m1.png
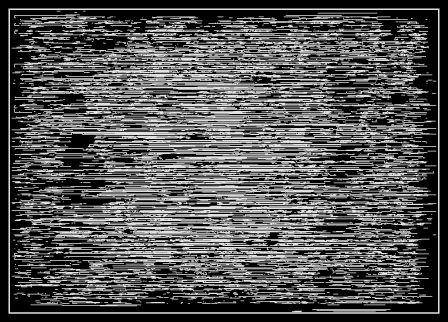
m2.png
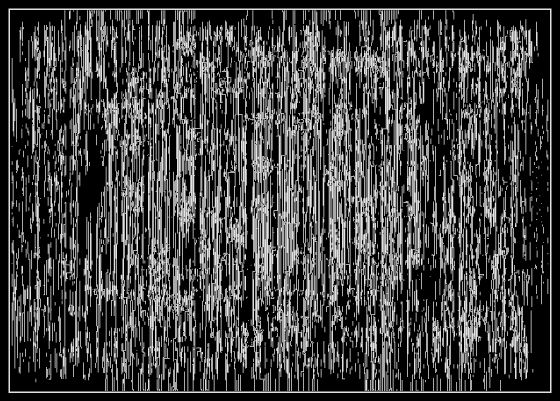
m3.png
Bar = 100 um. Cells faint in the background.
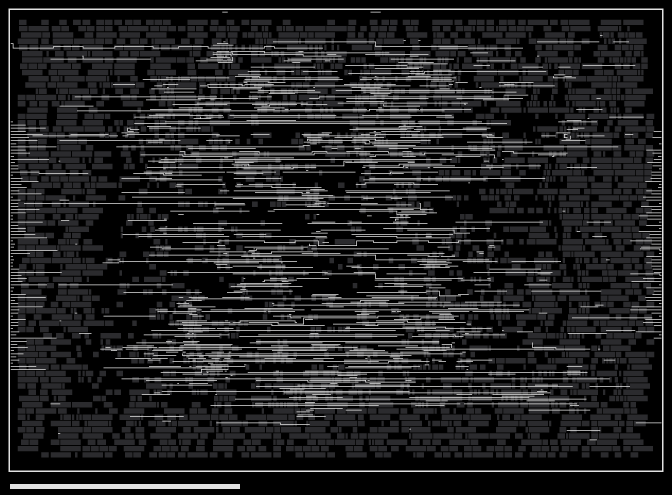
m4.png
Bar = 100 um.
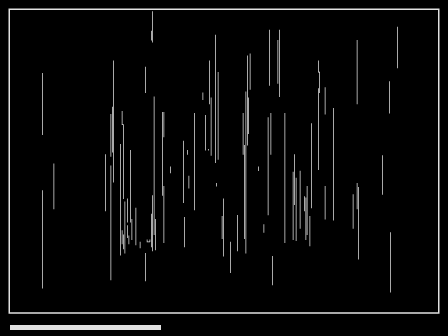
### src/rtl/mr_round_sched.sv
// mr_round_sched: Miller-Rabin round scheduler for W-bit candidates.
// Rejects trivial inputs, factors n-1 = d*2^s one bit per cycle, then walks a
// fixed witness set, sending every a^d mod n and x^2 mod n to a shared
// external modexp engine (one outstanding request at a time).
// Build option: define MR_FAST_WITNESS_EN to use the 7-base witness set
// {2, 325, 9375, 28178, 450775, 9780504, 1795265022}; otherwise the 12 prime
// bases 2..37 are used. Both are deterministic for every 64-bit candidate.
module mr_round_sched #(
  parameter int W = 64
) (
  input  logic         clk,
  input  logic         rst,
  input  logic         start,
  input  logic [W-1:0] n,
  output logic         busy,
  output logic         done,
  output logic         is_prime,
  output logic         me_req,
  input  logic         me_rdy,
  output logic [W-1:0] me_base,
  output logic [W-1:0] me_exp,
  output logic [W-1:0] me_mod,
  input  logic         me_vld,
  input  logic [W-1:0] me_res
);

  typedef enum logic [3:0] {
    IDLE     = 4'd0,
    TRIV     = 4'd1,
    DECOMP   = 4'd2,
    ISSUE_X  = 4'd3,
    WAIT_X   = 4'd4,
    CHECK    = 4'd5,
    ISSUE_SQ = 4'd6,
    WAIT_SQ  = 4'd7,
    DONE     = 4'd8
  } state_t;

`ifdef MR_FAST_WITNESS_EN
  localparam logic [3:0] LAST_K = 4'd6;
`else
  localparam logic [3:0] LAST_K = 4'd11;
`endif

  localparam logic [W-1:0] ZERO  = {W{1'b0}};
  localparam logic [W-1:0] ONE   = {{(W-1){1'b0}}, 1'b1};
  localparam logic [W-1:0] TWO   = {{(W-2){1'b0}}, 2'd2};
  localparam logic [W-1:0] THREE = {{(W-2){1'b0}}, 2'd3};

  // Witness base for index idx; all bases fit in 31 bits.
  function automatic logic [W-1:0] witness(input logic [3:0] idx);
    logic [31:0] b;
    case (idx)
`ifdef MR_FAST_WITNESS_EN
      4'd0:    b = 32'd2;
      4'd1:    b = 32'd325;
      4'd2:    b = 32'd9375;
      4'd3:    b = 32'd28178;
      4'd4:    b = 32'd450775;
      4'd5:    b = 32'd9780504;
      4'd6:    b = 32'd1795265022;
      default: b = 32'd0;
`else
      4'd0:    b = 32'd2;
      4'd1:    b = 32'd3;
      4'd2:    b = 32'd5;
      4'd3:    b = 32'd7;
      4'd4:    b = 32'd11;
      4'd5:    b = 32'd13;
      4'd6:    b = 32'd17;
      4'd7:    b = 32'd19;
      4'd8:    b = 32'd23;
      4'd9:    b = 32'd29;
      4'd10:   b = 32'd31;
      4'd11:   b = 32'd37;
      default: b = 32'd0;
`endif
    endcase
    return {{(W-32){1'b0}}, b};
  endfunction

  state_t       state;
  logic [W-1:0] n_q;
  logic [W-1:0] d;
  logic [5:0]   s;
  logic [5:0]   r;
  logic [3:0]   k;
  logic [W-1:0] x;

  logic [W-1:0] n_m1;
  logic         x_pass;
  logic         sq_pass;

  assign n_m1    = n_q - ONE;
  // x == 0 covers a base that is a multiple of n (only possible for n <= base).
  assign x_pass  = (x == ZERO) || (x == ONE) || (x == n_m1);
  assign sq_pass = (me_res == n_m1);

  // Scheduler FSM: state, working registers and all registered outputs.
  always_ff @(posedge clk or negedge rst) begin
    if (!rst) begin
      state    <= IDLE;
      n_q      <= ZERO;
      d        <= ZERO;
      s        <= 6'd0;
      r        <= 6'd0;
      k        <= 4'd0;
      x        <= ZERO;
      busy     <= 1'b0;
      done     <= 1'b0;
      is_prime <= 1'b0;
      me_req   <= 1'b0;
      me_base  <= ZERO;
      me_exp   <= ZERO;
      me_mod   <= ZERO;
    end else begin
      done <= 1'b0;
      case (state)
        IDLE: begin
          if (start) begin
            n_q      <= n;
            is_prime <= 1'b0;
            busy     <= 1'b1;
            state    <= TRIV;
          end
        end

        TRIV: begin
          if (n_q < TWO) begin
            is_prime <= 1'b0;
            done     <= 1'b1;
            busy     <= 1'b0;
            state    <= DONE;
          end else if ((n_q == TWO) || (n_q == THREE)) begin
            is_prime <= 1'b1;
            done     <= 1'b1;
            busy     <= 1'b0;
            state    <= DONE;
          end else if (!n_q[0]) begin
            is_prime <= 1'b0;
            done     <= 1'b1;
            busy     <= 1'b0;
            state    <= DONE;
          end else begin
            d     <= n_m1;
            s     <= 6'd0;
            state <= DECOMP;
          end
        end

        // d is even on entry (n odd). Look one bit ahead so the state lasts
        // exactly s cycles and the first request is issued on exit.
        DECOMP: begin
          d <= d >> 1;
          s <= s + 6'd1;
          if (d[1]) begin
            k       <= 4'd0;
            r       <= 6'd0;
            me_req  <= 1'b1;
            me_base <= witness(4'd0);
            me_exp  <= d >> 1;
            me_mod  <= n_q;
            state   <= ISSUE_X;
          end
        end

        ISSUE_X: begin
          if (me_rdy) begin
            me_req <= 1'b0;
            state  <= WAIT_X;
          end
        end

        WAIT_X: begin
          if (me_vld) begin
            x     <= me_res;
            state <= CHECK;
          end
        end

        CHECK: begin
          if (x_pass) begin
            if (k == LAST_K) begin
              is_prime <= 1'b1;
              done     <= 1'b1;
              busy     <= 1'b0;
              state    <= DONE;
            end else begin
              k       <= k + 4'd1;
              r       <= 6'd0;
              me_req  <= 1'b1;
              me_base <= witness(k + 4'd1);
              me_exp  <= d;
              me_mod  <= n_q;
              state   <= ISSUE_X;
            end
          end else if (r == (s - 6'd1)) begin
            is_prime <= 1'b0;
            done     <= 1'b1;
            busy     <= 1'b0;
            state    <= DONE;
          end else begin
            me_req  <= 1'b1;
            me_base <= x;
            me_exp  <= TWO;
            me_mod  <= n_q;
            state   <= ISSUE_SQ;
          end
        end

        ISSUE_SQ: begin
          if (me_rdy) begin
            me_req <= 1'b0;
            state  <= WAIT_SQ;
          end
        end

        // A square of 1 is 1 again, so x==1 can only appear here as a
        // nontrivial root of unity: composite.
        WAIT_SQ: begin
          if (me_vld) begin
            x <= me_res;
            r <= r + 6'd1;
            if (sq_pass) begin
              if (k == LAST_K) begin
                is_prime <= 1'b1;
                done     <= 1'b1;
                busy     <= 1'b0;
                state    <= DONE;
              end else begin
                k       <= k + 4'd1;
                r       <= 6'd0;
                me_req  <= 1'b1;
                me_base <= witness(k + 4'd1);
                me_exp  <= d;
                me_mod  <= n_q;
                state   <= ISSUE_X;
              end
            end else if (me_res == ONE) begin
              is_prime <= 1'b0;
              done     <= 1'b1;
              busy     <= 1'b0;
              state    <= DONE;
            end else begin
              state <= CHECK;
            end
          end
        end

        DONE: begin
          state <= IDLE;
        end

        default: begin
          state  <= IDLE;
          busy   <= 1'b0;
          me_req <= 1'b0;
        end
      endcase
    end
  end

endmodule

### config.mk
export PLATFORM = sky130hd
export DESIGN_NAME = mr_round_sched
export DESIGN_NICKNAME = d
export VERILOG_FILES = /design/src/rtl/mr_round_sched.sv
export SDC_FILE = /design/constraint.sdc
export NUM_CORES = 1
export LEC_CHECK = 0
export ABC_AREA = 0
export ABC_CLOCK_PERIOD_IN_PS = 9600
export CAP_MARGIN = 10
export CORE_ASPECT_RATIO = 0.7
export CORE_MARGIN = 3
export CORE_UTILIZATION = 45
export CTS_BUF_LIST = sky130_fd_sc_hd__clkbuf_16
export DETAILED_ROUTE_END_ITERATION = 10
export HOLD_SLACK_MARGIN = 0.1
export PLACE_DENSITY = 0.66
export REMOVE_ABC_BUFFERS = 1
export SYNTH_ARGS = -nofsm -noshare
export SYNTH_HDL_FRONTEND = slang
export SYNTH_SLANG_ARGS = --single-unit
### constraint.sdc
create_clock -name clk -period 9.6 [get_ports clk]
set_input_delay 1.92 -clock clk [delete_from_list [all_inputs] [get_ports clk]]
set_output_delay 1.92 -clock clk [all_outputs]
set_load 0.01 [all_outputs]
==> CHANGELOG.md <==
## Flow update

- Non-clock buffers, area share: 13.10%
- Adders+Majority by Area: less than 1%
- Post-Place Setup Slack: 2783 ps
- Top cell area share: 42.27%
- FF+latch area: 10210 um^2
- Crit Path Category: reg -> reg
- FF-to-FF Start: n_q[20]$_DFFE_PN0P_
- Seq pwr share: 34.7%
- Fin cells: 3511
- Post-synthesis cell area: 24160 um^2
- Initial DRT Pass Iterations: 6
- P_seq: roughly 3900 uW
- Post-route setup TNS: 0 ps
- Crit share post-route: roughly three quarters
- Post-Synthesis Cells: 2511
- Final setup vio count: 0
- Slowest cell on the critical path: a2111oi_0
- Count of final hold-check violations: 0
- Post-DP HPWL: around 86 mm
- Fin util: a little under three fifths
- Htree depth: 2
- Cell Type Count: 86
- Switching power share of the total: 47.63%
- CP max stage delay: 1220 ps
- Ys Warns: 0
- Syn-to-layout area delta: 21.96%
- FF-to-FF path depth: 13
- Tap cells: between 700 and 800
- Vias in the first global route: 21760
- Post-synth ARST share: 100.0%
- And+or+nand+nor area frac: 18.12%
- Most frequent logic cell in the layout: dfrtp_1
- Failing checks: max-capacitance violations, max-slew violations
- Clock network power: 1590 uW
- FILL cells: 4547
- Mean Syn Cell Area: 9.620 um^2
- Yosys cell count: 2511
- Clock Latency Late Sink: approximately 580 ps
- Register area share after synthesis: 42.27%
- Buffer depth of the longest clock path: 3
- Pint: 5853 uW
- Logic area: about 13000 um^2
- Met3 WL: 14.66 mm
- # DRC: 0
- Initial DRC Count: 2986
- Cell area leaders: dfrtp_1 (42%), mux2_2 (6.1%), xnor2_1 (4.1%)
- Clock Sinks: 408
- Total gr overflow: 0
- Worst Setup End Kind: flop
- Seq_cells: 408
- Total Routing Usage GR: roughly two fifths
- Max Cap Violations: 1
- Metal2 WL: roughly 44 mm
- Worst Hold Endpoint: me_exp[35]$_DFFE_PN0P_
- Flops & latches, synth: 408
- WHS: 492.1 ps
- Outcome: complete, but fails checks
- Min setup slack post-route: about 2200 ps
- PostCTS Resize Cnt: 0
- Total core area: 52640 um^2
- Ratio of cells with drive above 1 in the final layout: 10.57%
- WP data required: 10090 ps
- Total Power: 11180 uW
- Worst hold start: me_exp[35]$_DFFE_PN0P_
- Worst min-delay path class: reg -> reg
- Slew Limit Fails: 2
- Die X: around 280 um
- TritonCTS buffer count: 41
- Hold path depth: 1
- M1 WL: 50.57 mm
- Comb. pwr: 5710 uW
- Die area: ~57000 um^2
- Die y size: 199.8 um
- P per Cell Area: roughly 380 nW/um^2
- Root Buffer: clkbuf_16
- Area figure in the yosys stat output: ~24000 um^2
- Clock buffer count: 42
- Worst-Margin Slew: 1532 ps
- Mux frac, synth: 12.49%
- Largest net degree at the start of global routing: between 100 and 150
- Predominant post-synthesis flop cell: dfrtp_1
- Final Cell Area: 29460 um^2
Notes on m1.png above:
The longest straight run is 101 um. The layer carries 50.6 mm of wire. The layer holds 45% of the routed length. The wires run mostly horizontal. 2682 nets have wire on it.
met1 Use GR: 58.40%
WL final: 111.8 mm
Vias: 22980

Notes on m2.png above:
2502 nets have wire on it. The longest straight run is 77.9 um. The wires run mostly vertical. The layer holds 39% of the routed length.
M2 GR Usage: 52.16%

Notes on m3.png above:
The longest straight run is 212 um. The layer carries 14700 um of wire. The layer holds 13% of the routed length.
grt met3 use: 13.13%

Notes on m4.png above:
The layer carries 2860 um of wire. 70 nets have wire on it. The layer holds 2.6% of the routed length. The longest straight run is 107 um. The wires run mostly vertical.

[worst max path at each step]
stage	slack [ps]	start	end	cells past startpoint
after floorplan	-1960	n_q[20]$_DFFE_PN0P_	me_base[0]$_DFFE_PN0P_	12
after global placement	2420	n_q[17]$_DFFE_PN0P_	me_exp[43]$_DFFE_PN0P_	14
after detailed placement	2780	n_q[0]$_DFFE_PN0P_	me_exp[59]$_DFFE_PN0P_	16
after CTS	2780	n_q[0]$_DFFE_PN0P_	me_exp[59]$_DFFE_PN0P_	16
after global routing	2320	n_q[1]$_DFFE_PN0P_	me_exp[62]$_DFFE_PN0P_	16
final	2230	n_q[20]$_DFFE_PN0P_	me_exp[59]$_DFFE_PN0P_	13
[critical path: cells and delay by family, from the launching register on]
family	cells	cell delay, ps
buf+inv	2	560
simple gates	7	3460
compound gates	4	2450
flops	1	710
Power and IR drop assume default switching activity.
